**Selected gate families**

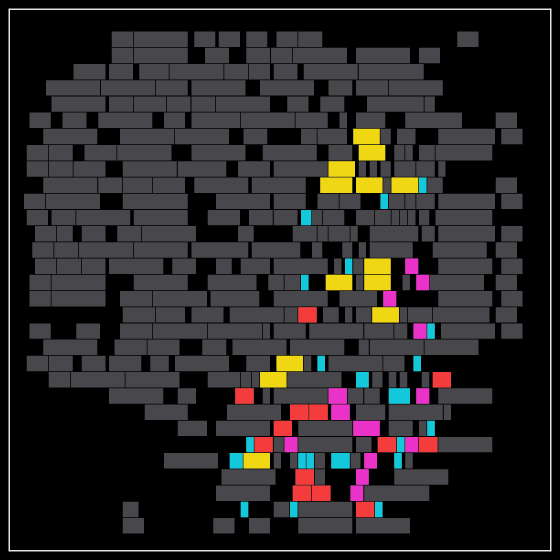
**Sequential cells coloured by netlist name**

Bar = 20 um. Other sequential cells in the stronger grey, the rest of the logic in the fainter grey.
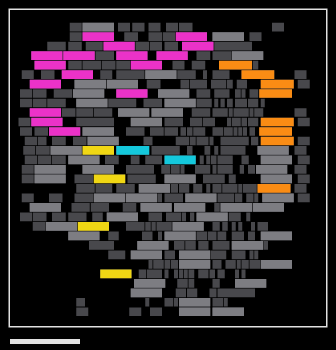
**The metal 3 layer**

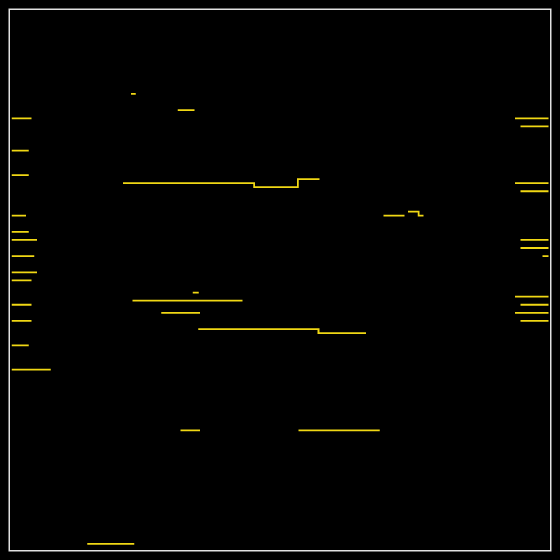
**Metal 2**

Bar = 20 um.
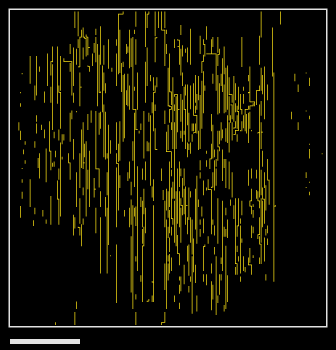
**Routing congestion**

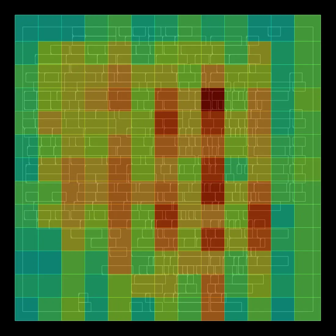
==> src/rtl/seg7_pkg.sv <==
// seg7_pkg: hex-to-segment decode and shared constants for the 7-segment scan driver
//   SEG7_OFF    - all segments dark (active-low pattern incl. DP)
//   SEG7_PHASES - phases per digit slot; phase 0 is the anti-ghosting blank guard
//   seg7_decode - 4-bit hex nibble to active-low g..a segments
package seg7_pkg;
    localparam logic [7:0] SEG7_OFF    = 8'hFF;
    localparam int         SEG7_PHASES = 16;

    function automatic logic [6:0] seg7_decode(input logic [3:0] nib);
        case (nib)
            4'h0:    return 7'h40;
            4'h1:    return 7'h79;
            4'h2:    return 7'h24;
            4'h3:    return 7'h30;
            4'h4:    return 7'h19;
            4'h5:    return 7'h12;
            4'h6:    return 7'h02;
            4'h7:    return 7'h78;
            4'h8:    return 7'h00;
            4'h9:    return 7'h10;
            4'hA:    return 7'h08;
            4'hB:    return 7'h03;
            4'hC:    return 7'h46;
            4'hD:    return 7'h21;
            4'hE:    return 7'h06;
            default: return 7'h0E;
        endcase
    endfunction
endpackage

==> src/rtl/seg7_tick_gen.sv <==
// seg7_tick_gen: prescaler issuing a one-cycle TICK enable every CLK_DIV clocks
//   CLK    - system clock
//   IN_CLR - asynchronous active-low reset
//   TICK   - high for one clock every CLK_DIV clocks (always high when CLK_DIV = 1)
module seg7_tick_gen #(
    parameter int CLK_DIV = 50000
) (
    input  logic CLK,
    input  logic IN_CLR,
    output logic TICK
);
    localparam int            CW   = (CLK_DIV > 1) ? $clog2(CLK_DIV) : 1;
    localparam logic [CW-1:0] LAST = CW'(CLK_DIV - 1);

    logic [CW-1:0] r_cnt;

    assign TICK = (r_cnt == LAST);

    always_ff @(posedge CLK or negedge IN_CLR) begin
        if (!IN_CLR) r_cnt <= '0;
        else         r_cnt <= TICK ? '0 : r_cnt + CW'(1);
    end
endmodule

==> src/rtl/seg7_scan_driver.sv <==
// seg7_scan_driver: multiplexed common-anode 7-segment scanner with double-buffered load
//   CLK     - system clock (rising edge)
//   IN_CLR  - asynchronous active-low reset
//   DATA    - hex nibbles, digit i = DATA[4i+3:4i]
//   DP      - per-digit decimal point request (1 = lit)
//   DIG_EN  - per-digit enable (0 = dark)
//   LOAD    - strobe capturing DATA/DP/DIG_EN into the pending buffer
//   BRIGHT  - brightness 0..15, present only when SEG7_BRIGHTNESS_EN is defined
//   PATTERN - active-low segments, bit7 = DP, bits6..0 = g..a
//   DIGIT   - active-high one-hot digit select (or zero)
//   FRAME   - one-clock pulse when the active buffer is (re)loaded at frame start
module seg7_scan_driver
    import seg7_pkg::*;
#(
    parameter int NUM_DIGITS = 4,
    parameter int CLK_DIV    = 50000
) (
    input  logic                    CLK,
    input  logic                    IN_CLR,
    input  logic [4*NUM_DIGITS-1:0] DATA,
    input  logic [NUM_DIGITS-1:0]   DP,
    input  logic [NUM_DIGITS-1:0]   DIG_EN,
    input  logic                    LOAD,
`ifdef SEG7_BRIGHTNESS_EN
    input  logic [3:0]              BRIGHT,
`endif
    output logic [7:0]              PATTERN,
    output logic [NUM_DIGITS-1:0]   DIGIT,
    output logic                    FRAME
);
    localparam int            IW       = (NUM_DIGITS > 1) ? $clog2(NUM_DIGITS) : 1;
    localparam logic [IW-1:0] LAST_IDX = IW'(NUM_DIGITS - 1);

    logic                    w_tick;
    logic                    w_wrap;
    logic                    w_frame_start;
    logic                    w_lit;
    logic [3:0]              w_nib;
    logic [3:0]              r_phase;
    logic [IW-1:0]           r_idx;
    logic [4*NUM_DIGITS-1:0] r_pend_data, r_act_data;
    logic [NUM_DIGITS-1:0]   r_pend_dp, r_act_dp;
    logic [NUM_DIGITS-1:0]   r_pend_en, r_act_en;
    logic                    r_pend_flag;
    logic [7:0]              r_pattern;
    logic [NUM_DIGITS-1:0]   r_digit;
    logic                    r_frame;

    seg7_tick_gen #(.CLK_DIV(CLK_DIV)) u_tick (
        .CLK    (CLK),
        .IN_CLR (IN_CLR),
        .TICK   (w_tick)
    );

    assign w_wrap        = (r_phase == 4'(SEG7_PHASES - 1));
    assign w_frame_start = w_tick && w_wrap && (r_idx == LAST_IDX);
    assign w_nib         = r_act_data[{r_idx, 2'b00} +: 4];
`ifdef SEG7_BRIGHTNESS_EN
    assign w_lit = (r_phase != 4'd0) && r_act_en[r_idx] && (r_phase <= BRIGHT);
`else
    assign w_lit = (r_phase != 4'd0) && r_act_en[r_idx];
`endif

    always_ff @(posedge CLK or negedge IN_CLR) begin
        if (!IN_CLR) begin
            r_phase <= '0;
            r_idx   <= '0;
        end else if (w_tick) begin
            r_phase <= r_phase + 4'd1;
            if (w_wrap) r_idx <= (r_idx == LAST_IDX) ? '0 : r_idx + IW'(1);
        end
    end

    // Transfer uses the old pending contents, so a LOAD landing on the frame
    // start is held back (flag kept set) until the following frame start.
    always_ff @(posedge CLK or negedge IN_CLR) begin
        if (!IN_CLR) begin
            r_pend_data <= '0;
            r_pend_dp   <= '0;
            r_pend_en   <= '0;
            r_pend_flag <= 1'b0;
            r_act_data  <= '0;
            r_act_dp    <= '0;
            r_act_en    <= '0;
        end else begin
            if (w_frame_start && r_pend_flag) begin
                r_act_data <= r_pend_data;
                r_act_dp   <= r_pend_dp;
                r_act_en   <= r_pend_en;
            end
            if (LOAD) begin
                r_pend_data <= DATA;
                r_pend_dp   <= DP;
                r_pend_en   <= DIG_EN;
                r_pend_flag <= 1'b1;
            end else if (w_frame_start) begin
                r_pend_flag <= 1'b0;
            end
        end
    end

    always_ff @(posedge CLK or negedge IN_CLR) begin
        if (!IN_CLR) begin
            r_pattern <= SEG7_OFF;
            r_digit   <= '0;
            r_frame   <= 1'b0;
        end else begin
            r_pattern <= w_lit ? {~r_act_dp[r_idx], seg7_decode(w_nib)} : SEG7_OFF;
            r_digit   <= w_lit ? NUM_DIGITS'(1) << r_idx : '0;
            r_frame   <= w_frame_start;
        end
    end

    assign PATTERN = r_pattern;
    assign DIGIT   = r_digit;
    assign FRAME   = r_frame;
endmodule

==> config.mk <==
export PLATFORM = sky130hd
export DESIGN_NAME = seg7_scan_driver
export DESIGN_NICKNAME = d
export VERILOG_FILES = /design/src/rtl/seg7_pkg.sv /design/src/rtl/seg7_tick_gen.sv /design/src/rtl/seg7_scan_driver.sv
export SDC_FILE = /design/constraint.sdc
export NUM_CORES = 1
export LEC_CHECK = 0
export CAP_MARGIN = 10
export CORE_MARGIN = 2
export CORE_UTILIZATION = 51
export CTS_CLUSTER_DIAMETER = 40
export CTS_CLUSTER_SIZE = 40
export DETAILED_ROUTE_END_ITERATION = 10
export PLACE_DENSITY = 0.87
export SLEW_MARGIN = 20
export SYNTH_ARGS = -nofsm -noshare
export SYNTH_HDL_FRONTEND = slang
export SYNTH_SLANG_ARGS = --single-unit
==> constraint.sdc <==
create_clock -name CLK -period 2.4 [get_ports CLK]
set_clock_uncertainty 0.2 [all_clocks]
set_input_delay 0.48 -clock CLK [delete_from_list [all_inputs] [get_ports CLK]]
set_output_delay 0.48 -clock CLK [all_outputs]
set_load 0.02 [all_outputs]
==> results.py <==
# Synthesis and PnR figures
metrics = {
    "status": {
        "status": "finished clean",
    },
    "clock_tree": {
        "cts.clk_slew.worst_paths_ps": 80,
    },
    "place": {
        "dp_hpwl_um": 4480,
        "io_buffer_count": 39,
        "placed_area_mm2": 0.00438,
    },
    "worst_setup_path": {
        "critPathSlowestCell": "dfrtp_1",
        "slowest_delay_ps": 410,
        "crit_arrival_ps": 2330,
        "cp_num_cells": 7,
        "cp_num_buf_inv": 1,
        "critPathTopFamily": "simple AND/OR/NAND/NOR gates",
    },
    "synthesis": {
        "ys_types": 36,
        "yosys_cells": 280,
        "ys_area_mm2": 0.00382,
        "async_reset_ff_share_pct": 100,
        "ys_sh_simple_pct": 8.64,
        "ys.flops": 84,
        "logic_family": "multiplexers",
        "yosysWarnings": 0,
        "synthMuxAreaShare_pct": 23.0,
    },
    "die": {
        "die_width_um": 90.6,
        "num_rows": 31,
        "taps": 99,
        "coreArea_mm2": 0.00725,
        "pin_count": 40,
    },
    "timing": {
        "worst_pin_slew_ps": 761,
        "grt_setup_unrepaired": "false",
        "final_hold_viol_count": 0,
        "hold_slack_ps": 287,
    },
    "final_layout": {
        "fin_util_pct": 64.0,
        "seq_area_share_pct": 45.6,
        "lay_top_count": "dfrtp_1",
        "fillerInstances": 527,
        "clock_area_share_pct": 5.29,
        "comb_share_pct": 34.8,
        "nMultiInputCombCells": 176,
        "n_all_buffers": 52,
        "final_cells": 435,
    },
    "pwr": {
        "p_clk_mw": 1.21,
        "p_total_mw": 2.81,
    },
    "grt": {
        "grt_pass1_wl_um": 10600,
        "grt_max_degree": 50,
        "grt_pass1_vias": 2204,
    },
    "drt": {
        "wl_um": 6320,
        "drt_pre_antenna_iters": 4,
        "topRoutingLayerUsed": "met4",
    },
}
Back to the opening pictures, 'selected gate families':
[nor cells] cyan | cells: 21 | most used: nor2_1
[and/or cells] magenta | cells: 13
[xor and xnor cells] red | cells: 13 | most used: xnor2_1 | where: bottom centre
[fa/ha/maj cells] yellow | cells: 13 | most used: ha_1

Back to the opening pictures, 'sequential cells coloured by netlist name':
[r_act_dp] yellow | sequential cells: 4
[r_idx] cyan | sequential cells: 2
[PATTERN] orange | sequential cells: 8
[r_pend_data] magenta | sequential cells: 16
not coloured: 54

Back to the opening pictures, 'the metal 3 layer':
nets with wire on the layer: 30
longest straight run: 21.8 um
share of all routed wire: 3.3%
main direction: horizontal
wire length on this layer: 211 um

Back to the opening pictures, 'metal 2':
wire length on this layer: 3090 um
longest straight run: 59.8 um
nets with wire on the layer: 306
main direction: vertical
share of all routed wire: 49%

Back to the opening pictures, 'routing congestion':
GR Util met2: 25.4%
met3 Resource Use GR: 2.84%
gr usage total: 16.6%

flip-flops by register name (all words and copies together), names as in the netlist:
signal,flops
r_act_data,16
r_pend_data,16
u_tick.r_cnt,16
PATTERN,8
DIGIT,4
r_act_dp,4
r_act_en,4
r_pend_dp,4
r_pend_en,4
r_phase,4
r_idx,2
FRAME,1
r_pend_flag,1
cells in the mapped netlist, types with 3 or more instances:
library cell,count,share of area [%]
nand2_1,20,2.0
clkbuf_1,6,0.59
inv_1,8,0.79
nor2_1,16,1.6
nand3_1,6,0.79
mux2_4,20,7.9
xnor2_1,7,1.6
mux4_2,6,3.5
and3_1,5,0.82
ha_1,13,4.3
dfstp_2,8,5.5
and2_1,5,0.82
mux2i_1,6,1.6
xor2_1,6,1.4
dfrtp_1,76,50
o21ai_0,8,1.0
mux2_2,34,10
a21oi_1,3,0.39
Power figures rest on the tool's default switching activity, not on a simulated workload.
